==> config.mk <==
export PLATFORM = sky130hd
export DESIGN_NAME = bb_rst_gen_cell
export DESIGN_NICKNAME = d
export VERILOG_FILES = /design/src/rtl/bb_rst_pkg.sv /design/src/rtl/bb_hold_cnt.sv /design/src/rtl/bb_rst_gen_cell.sv
export SDC_FILE = /design/constraint.sdc
export NUM_CORES = 1
export LEC_CHECK = 0
export ABC_CLOCK_PERIOD_IN_PS = 2700
export CAP_MARGIN = 5
export CORE_AREA = 3 3 40 42
export DETAILED_ROUTE_END_ITERATION = 10
export DIE_AREA = 0 0 43 45
export GPL_TIMING_DRIVEN = 0
export PLACE_DENSITY = 0.65
export SLEW_MARGIN = 20
export SYNTH_ARGS = -nofsm -noshare
export SYNTH_HDL_FRONTEND = slang
export SYNTH_HIERARCHICAL = 1
export SYNTH_SLANG_ARGS = --single-unit
export TNS_END_PERCENT = 100
==> constraint.sdc <==
create_clock -name clk -period 2.7 [get_ports clk]
set_input_delay 0.54 -clock clk [delete_from_list [all_inputs] [get_ports clk]]
set_output_delay 0.54 -clock clk [all_outputs]
set_load 0.02 [all_outputs]
==> src/rtl/bb_rst_pkg.sv <==
// Shared types and constants for the reset generator cell.
//   state_e         : FSM state (ACTIVE, HOLD, RUN), 2-bit encoding
//   HOLD_CYCLES_DEF : default stretch length after the last request
//   CNT_W_DEF       : default hold counter width
//   SEL_FUNC/BYPASS : meaning of the downstream mux select
package bb_rst_pkg;

  typedef enum logic [1:0] {
    ST_ACTIVE = 2'd0,
    ST_HOLD   = 2'd1,
    ST_RUN    = 2'd2
  } state_e;

  localparam int unsigned HOLD_CYCLES_DEF = 16;
  localparam int unsigned CNT_W_DEF       = 8;

  localparam logic SEL_FUNC   = 1'b0;
  localparam logic SEL_BYPASS = 1'b1;

endpackage

==> src/rtl/bb_hold_cnt.sv <==
// Hold counter for the reset stretcher.
//   clk, rst : clock, synchronous active-high reset
//   clr      : force count to zero (wins over en)
//   en       : increment by one
//   tc_c     : combinational terminal count, high when count == HOLD_CYCLES-1
// The count is only ever compared for equality and the parent clears it on
// every restart, so it never wraps.
module bb_hold_cnt
  import bb_rst_pkg::*;
#(
  parameter int unsigned CNT_W       = CNT_W_DEF,
  parameter int unsigned HOLD_CYCLES = HOLD_CYCLES_DEF
) (
  input  logic clk,
  input  logic rst,
  input  logic clr,
  input  logic en,
  output logic tc_c
);

  localparam logic [CNT_W-1:0] TC_VAL = CNT_W'(HOLD_CYCLES - 1);

  logic [CNT_W-1:0] cnt_q;

  // Count register: clear has priority over increment.
  always_ff @(posedge clk) begin
    if (rst) begin
      cnt_q <= '0;
    end else if (clr) begin
      cnt_q <= '0;
    end else if (en) begin
      cnt_q <= cnt_q + CNT_W'(1);
    end
  end

  assign tc_c = (cnt_q == TC_VAL);

endmodule

==> src/rtl/bb_rst_gen_cell.sv <==
// Reset generator feeding a reset/clock mux cell.
//   clk, rst     : clock, synchronous active-high reset
//   rst_req      : level reset request
//   sw_rst_pulse : one-cycle soft reset request (a level acts as a level)
//   test_mode    : requested mux select (1 = bypass, 0 = functional)
//   rst_out      : stretched reset, registered, active-high
//   mux_sel      : registered select; only moves while rst_out is held high
//   busy         : registered, high whenever the FSM is not in RUN
//   rel_pulse    : registered, high in the first cycle rst_out is low
module bb_rst_gen_cell
  import bb_rst_pkg::*;
#(
  parameter int unsigned HOLD_CYCLES = HOLD_CYCLES_DEF,
  parameter int unsigned CNT_W       = CNT_W_DEF
) (
  input  logic clk,
  input  logic rst,
  input  logic rst_req,
  input  logic sw_rst_pulse,
  input  logic test_mode,
  output logic rst_out,
  output logic mux_sel,
  output logic busy,
  output logic rel_pulse
);

  // Reject hold lengths the counter cannot reach.
  if ((HOLD_CYCLES < 1) || (64'(HOLD_CYCLES) >= (64'(1) << CNT_W))) begin : g_bad_hold
    $error("bb_rst_gen_cell: HOLD_CYCLES must be in 1..2**CNT_W-1");
  end

  state_e state_q;
  state_e state_d;
  logic   mux_sel_d;
  logic   sel_diff_c;
  logic   any_req_c;
  logic   cnt_clr_c;
  logic   cnt_en_c;
  logic   tc_c;

  assign sel_diff_c = (test_mode != mux_sel);
  assign any_req_c  = rst_req | sw_rst_pulse | sel_diff_c;

  bb_hold_cnt #(
    .CNT_W       (CNT_W),
    .HOLD_CYCLES (HOLD_CYCLES)
  ) u_cnt (
    .clk  (clk),
    .rst  (rst),
    .clr  (cnt_clr_c),
    .en   (cnt_en_c),
    .tc_c (tc_c)
  );

  // Next state, next select and counter control.
  // Priority inside HOLD: rst_req > sw_rst_pulse > select change > expiry.
  always_comb begin
    state_d   = state_q;
    mux_sel_d = mux_sel;
    cnt_clr_c = 1'b0;
    cnt_en_c  = 1'b0;
    unique case (state_q)
      ST_ACTIVE: begin
        // Select tracks the request freely: rst_out is high on both sides.
        mux_sel_d = test_mode;
        cnt_clr_c = 1'b1;
        if (!rst_req) begin
          state_d = ST_HOLD;
        end
      end
      ST_HOLD: begin
        if (rst_req) begin
          state_d   = ST_ACTIVE;
          cnt_clr_c = 1'b1;
        end else if (sw_rst_pulse) begin
          cnt_clr_c = 1'b1;
        end else if (sel_diff_c) begin
          mux_sel_d = test_mode;
          cnt_clr_c = 1'b1;
        end else if (tc_c) begin
          state_d   = ST_RUN;
          cnt_clr_c = 1'b1;
        end else begin
          cnt_en_c = 1'b1;
        end
      end
      ST_RUN: begin
        // Select is frozen here; a pending change is taken in ACTIVE.
        cnt_clr_c = 1'b1;
        if (any_req_c) begin
          state_d = ST_ACTIVE;
        end
      end
      default: begin
        state_d   = ST_ACTIVE;
        cnt_clr_c = 1'b1;
      end
    endcase
  end

  // State and output registers; outputs are decoded from the next state.
  always_ff @(posedge clk) begin
    if (rst) begin
      state_q   <= ST_ACTIVE;
      rst_out   <= 1'b1;
      mux_sel   <= SEL_FUNC;
      busy      <= 1'b1;
      rel_pulse <= 1'b0;
    end else begin
      state_q   <= state_d;
      rst_out   <= (state_d != ST_RUN);
      mux_sel   <= mux_sel_d;
      busy      <= (state_d != ST_RUN);
      rel_pulse <= (state_q != ST_RUN) && (state_d == ST_RUN);
    end
  end

endmodule

==> images/sizing.png <==
Bar = 10 um.
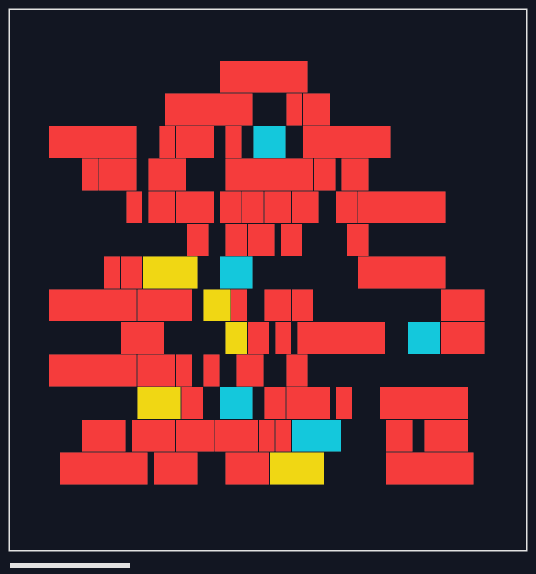
| color | size | cells | share |
|---|---|---|---|
| cyan | x3 and x4 | 5 | 6.6% |
| yellow | x2 | 5 | 6.6% |
| red | x1 and smaller | 66 | 87% |

==> images/gates.png <==
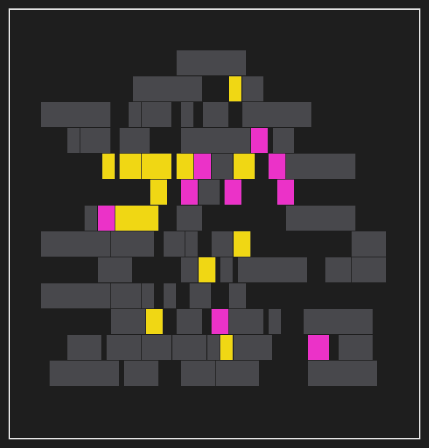
| color | family | cells | most used |
|---|---|---|---|
| yellow | nand cells | 12 | nand3_1 |
| magenta | aoi and oai cells | 9 | a21oi_1 |
share of cell area taken by multi-input logic gates: 0.427
most frequent standard cell in the layout excluding fill and tap cells: sky130_fd_sc_hd__dfxtp_1
final instance count without filler cells: 91

==> tab_implementation.tex <==
% Auto-generated results table
\begin{tabular}{lr}
\hline
Metric & Value \\
\hline
\multicolumn{2}{l}{\textbf{Run status}} \\
\quad Run status & complete, no violations \\
\multicolumn{2}{l}{\textbf{Synth}} \\
\quad Mux cell area share after synthesis & 0.0344 \\
\quad Yosys Chip Area & 582 sq um \\
\quad Adder and majority cell fraction of the synthesized area & 0.0215 \\
\quad Yosys simple share & 0.290 \\
\quad Number of nets in the synthesized netlist & 70 \\
\quad Top cell area share & 0.447 \\
\quad Commonest cells in the synthesized netlist & 13 x sky130\_fd\_sc\_hd\_\_dfxtp\_1, 7 x sky130\_fd\_sc\_hd\_\_nor2\_1, 5 x sky130\_fd\_sc\_hd\_\_nand3\_1, 4 x sky130\_fd\_sc\_hd\_\_a21oi\_1, 4 x sky130\_fd\_sc\_hd\_\_xor2\_1 \\
\quad Dominant kind of combinational cell & simple AND/OR/NAND/NOR gates \\
\quad Largest cells by area & sky130\_fd\_sc\_hd\_\_dfxtp\_1 45\%, sky130\_fd\_sc\_hd\_\_xor2\_1 6.0\%, sky130\_fd\_sc\_hd\_\_nor2\_1 4.5\% \\
\quad Most instantiated flip-flop cell in the synthesis netlist & sky130\_fd\_sc\_hd\_\_dfxtp\_1 \\
\quad Cell taking the most area after synthesis & sky130\_fd\_sc\_hd\_\_dfxtp\_1 \\
\quad Number of cells in Yosys stat & 64 \\
\quad Synth unique cells & 27 \\
\quad Async set-or-reset flop fraction in the synthesized netlist & 0 \\
\quad Most popular library cell in the synthesized design by count & sky130\_fd\_sc\_hd\_\_dfxtp\_1 \\
\multicolumn{2}{l}{\textbf{Placement}} \\
\quad Placement-stage worst setup slack & 191 ps \\
\quad Count of input and output buffers & 8 \\
\quad Total half-perimeter wirelength after legalization and detailed placement & 811 um \\
\quad Global placement routability congestion & 0.677 \\
\quad Area after detailed placement & 681 sq um \\
\multicolumn{2}{l}{\textbf{CTS}} \\
\quad Total number of H-tree levels & 1 \\
\quad CTS buffer count & 3 \\
\quad CTS resizes & 0 \\
\quad Count of clock tree sinks & 13 \\
\quad Post-CTS Hold Fix Bufs & 0 \\
\quad Clock-pin transition on the worst setup and hold timing paths & 70 ps \\
\quad Root buffer cell & sky130\_fd\_sc\_hd\_\_clkbuf\_4 \\
\quad Post-CTS setup buffers & 0 \\
\quad Clock buffer depth & 2 \\
\multicolumn{2}{l}{\textbf{Route}} \\
\quad Routed met1 length & 522 um \\
\quad Met2 WL post-DR & 485 um \\
\quad Highest routed metal layer & met4 \\
\quad Total detailed-routing wirelength & 1070 um \\
\quad Total DRC errors in the routed layout & 0 \\
\quad WL met3 & 51 um \\
\quad Via count & 497 \\
\quad Number of routed nets with antenna violations & 0 \\
\quad Number of DRC markers after the initial detailed-route iteration & 8 \\
\quad Count of TritonRoute iterations in the first routing pass & 4 \\
\quad Via density per instance & 5.46 \\
\multicolumn{2}{l}{\textbf{Power}} \\
\quad Seq group & 0.195 mW \\
\quad Relative contribution of the clock network to total power & 0.350 \\
\quad Power dissipated by switching net loads & 0.0725 mW \\
\quad Fraction of power consumed by sequential logic & 0.583 \\
\quad Total power draw & 0.335 mW \\
\quad Share of power burned in combinational logic & 0.067 \\
\quad Pwr/cell area & 473 mW/mm\^{}2 \\
\multicolumn{2}{l}{\textbf{STA}} \\
\quad Final count of hold timing violations & 0 \\
\quad Hold WS & 500 ps \\
\quad Worst relative slew slack & 0.600 \\
\quad Worst slew pin tran & 594 ps \\
\quad Worst setup slack after layout & 442 ps \\
\quad Portion of the clock cycle consumed by the worst path in the final layout & 0.836 \\
\quad Final setup violating endpoints & 0 \\
\multicolumn{2}{l}{\textbf{Global route}} \\
\quad Vias in the first global route & 464 \\
\quad GRT met2 Usage & 0.213 \\
\quad Global routing usage on met3 & 0.0359 \\
\quad Wire length of the first global-routing pass & 1970 um \\
\quad Met1 demand-to-capacity share in global routing & 0.174 \\
\quad GRT Max-Usage Layer & met2 \\
\quad Number of antenna violations at the first check in global routing & 0 \\
\quad Overflow left after global routing & 0 \\
\multicolumn{2}{l}{\textbf{Floorplanning}} \\
\quad Die y size & 45 um \\
\quad Area of the die & 0.00194 sq mm \\
\quad Die X-Extent & 43 um \\
\quad Pre-placement core utilization & 0.453 \\
\quad Floorplan row count & 13 \\
\multicolumn{2}{l}{\textbf{Critical path}} \\
\quad Cell at the slowest stage of the critical path & sky130\_fd\_sc\_hd\_\_clkdlybuf4s50\_1 \\
\quad Top cell family by delay on the critical path & simple AND/OR/NAND/NOR gates \\
\quad Slowest cell delay on critical path & 430 ps \\
\quad Crit path kind & input pin to flip-flop \\
\quad Capturing element type of the critical path & flip-flop \\
\quad CP bufs+invs & 2 \\
\quad CP cell instances & clkdlybuf4s50\_1, xor2\_1, nor2\_1, and3\_1, buf\_2, nand4\_2, or3\_1, a21oi\_1 \\
\quad Crit-path max FO & 6 \\
\multicolumn{2}{l}{\textbf{Cells and area}} \\
\quad Sequential cell area in the final layout & 260 sq um \\
\quad Diodes inserted & 0 \\
\quad Tally of filler cells in the layout & 125 \\
\quad Area added between synthesis and finish & 21.5\% \\
\quad Fraction of the core area covered by cells at the end of the flow & 0.550 \\
\quad Non-Filler Cell Area, Final & 707 sq um \\
\multicolumn{2}{l}{\textbf{Job}} \\
\quad Stage-log warning count & 26 \\
\hline
\end{tabular}
==> images/class_map.png <==
Bar = 10 um.
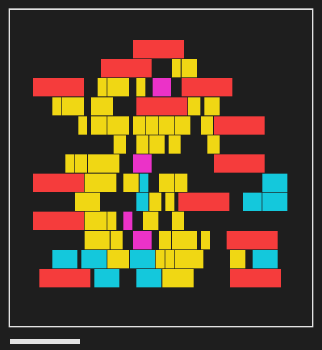
| color | class | cells | share of their area |
|---|---|---|---|
| magenta | clock drivers and dummy loads | 4 | 3.8% |
| cyan | remaining buffers and delay cells | 11 | 14% |
| yellow | remaining logic cells | 48 | 44% |
| red | registers | 13 | 38% |

==> images/clock_wires.png <==
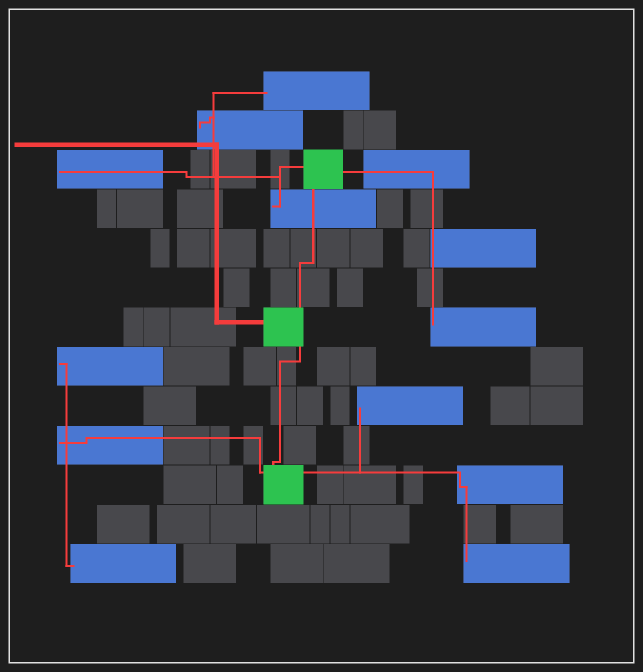
[red] clock wires | length: 162 um
[green] clock-net drivers | count: 3
[blue] flip-flops | count: 13
routed clock nets: 4
clock network power consumption: 0.117 mW
largest clock skew in the final design: 3.03 ps
clock latency on the worst-skew pair: 270 ps

## flip-flops by register name, summed over array words and instances (netlist names)
register	count
busy	1
mux_sel	1
rel_pulse	1
state_q	2
u_cnt/cnt_q	8
## worst paths after layout
check        slack, ps  cells past startpoint              to           start
min                500                      2  u_cnt/cnt_q[7]  u_cnt/cnt_q[7]
max reg2reg        570                      9  u_cnt/cnt_q[3]  u_cnt/cnt_q[0]
min reg2reg        500                      2  u_cnt/cnt_q[7]  u_cnt/cnt_q[7]
max                440                      8  u_cnt/cnt_q[7]       test_mode
## layout make-up
class	count	share of cell area
multi-input combinational	47	0.427
sequential	13	0.368
timing repair buffer	8	0.113
clock buffer	4	0.0372
tap	15	0.0265
buffer	3	0.0230
inverter	1	0.00531
Power is estimated from default activity; no workload was simulated.
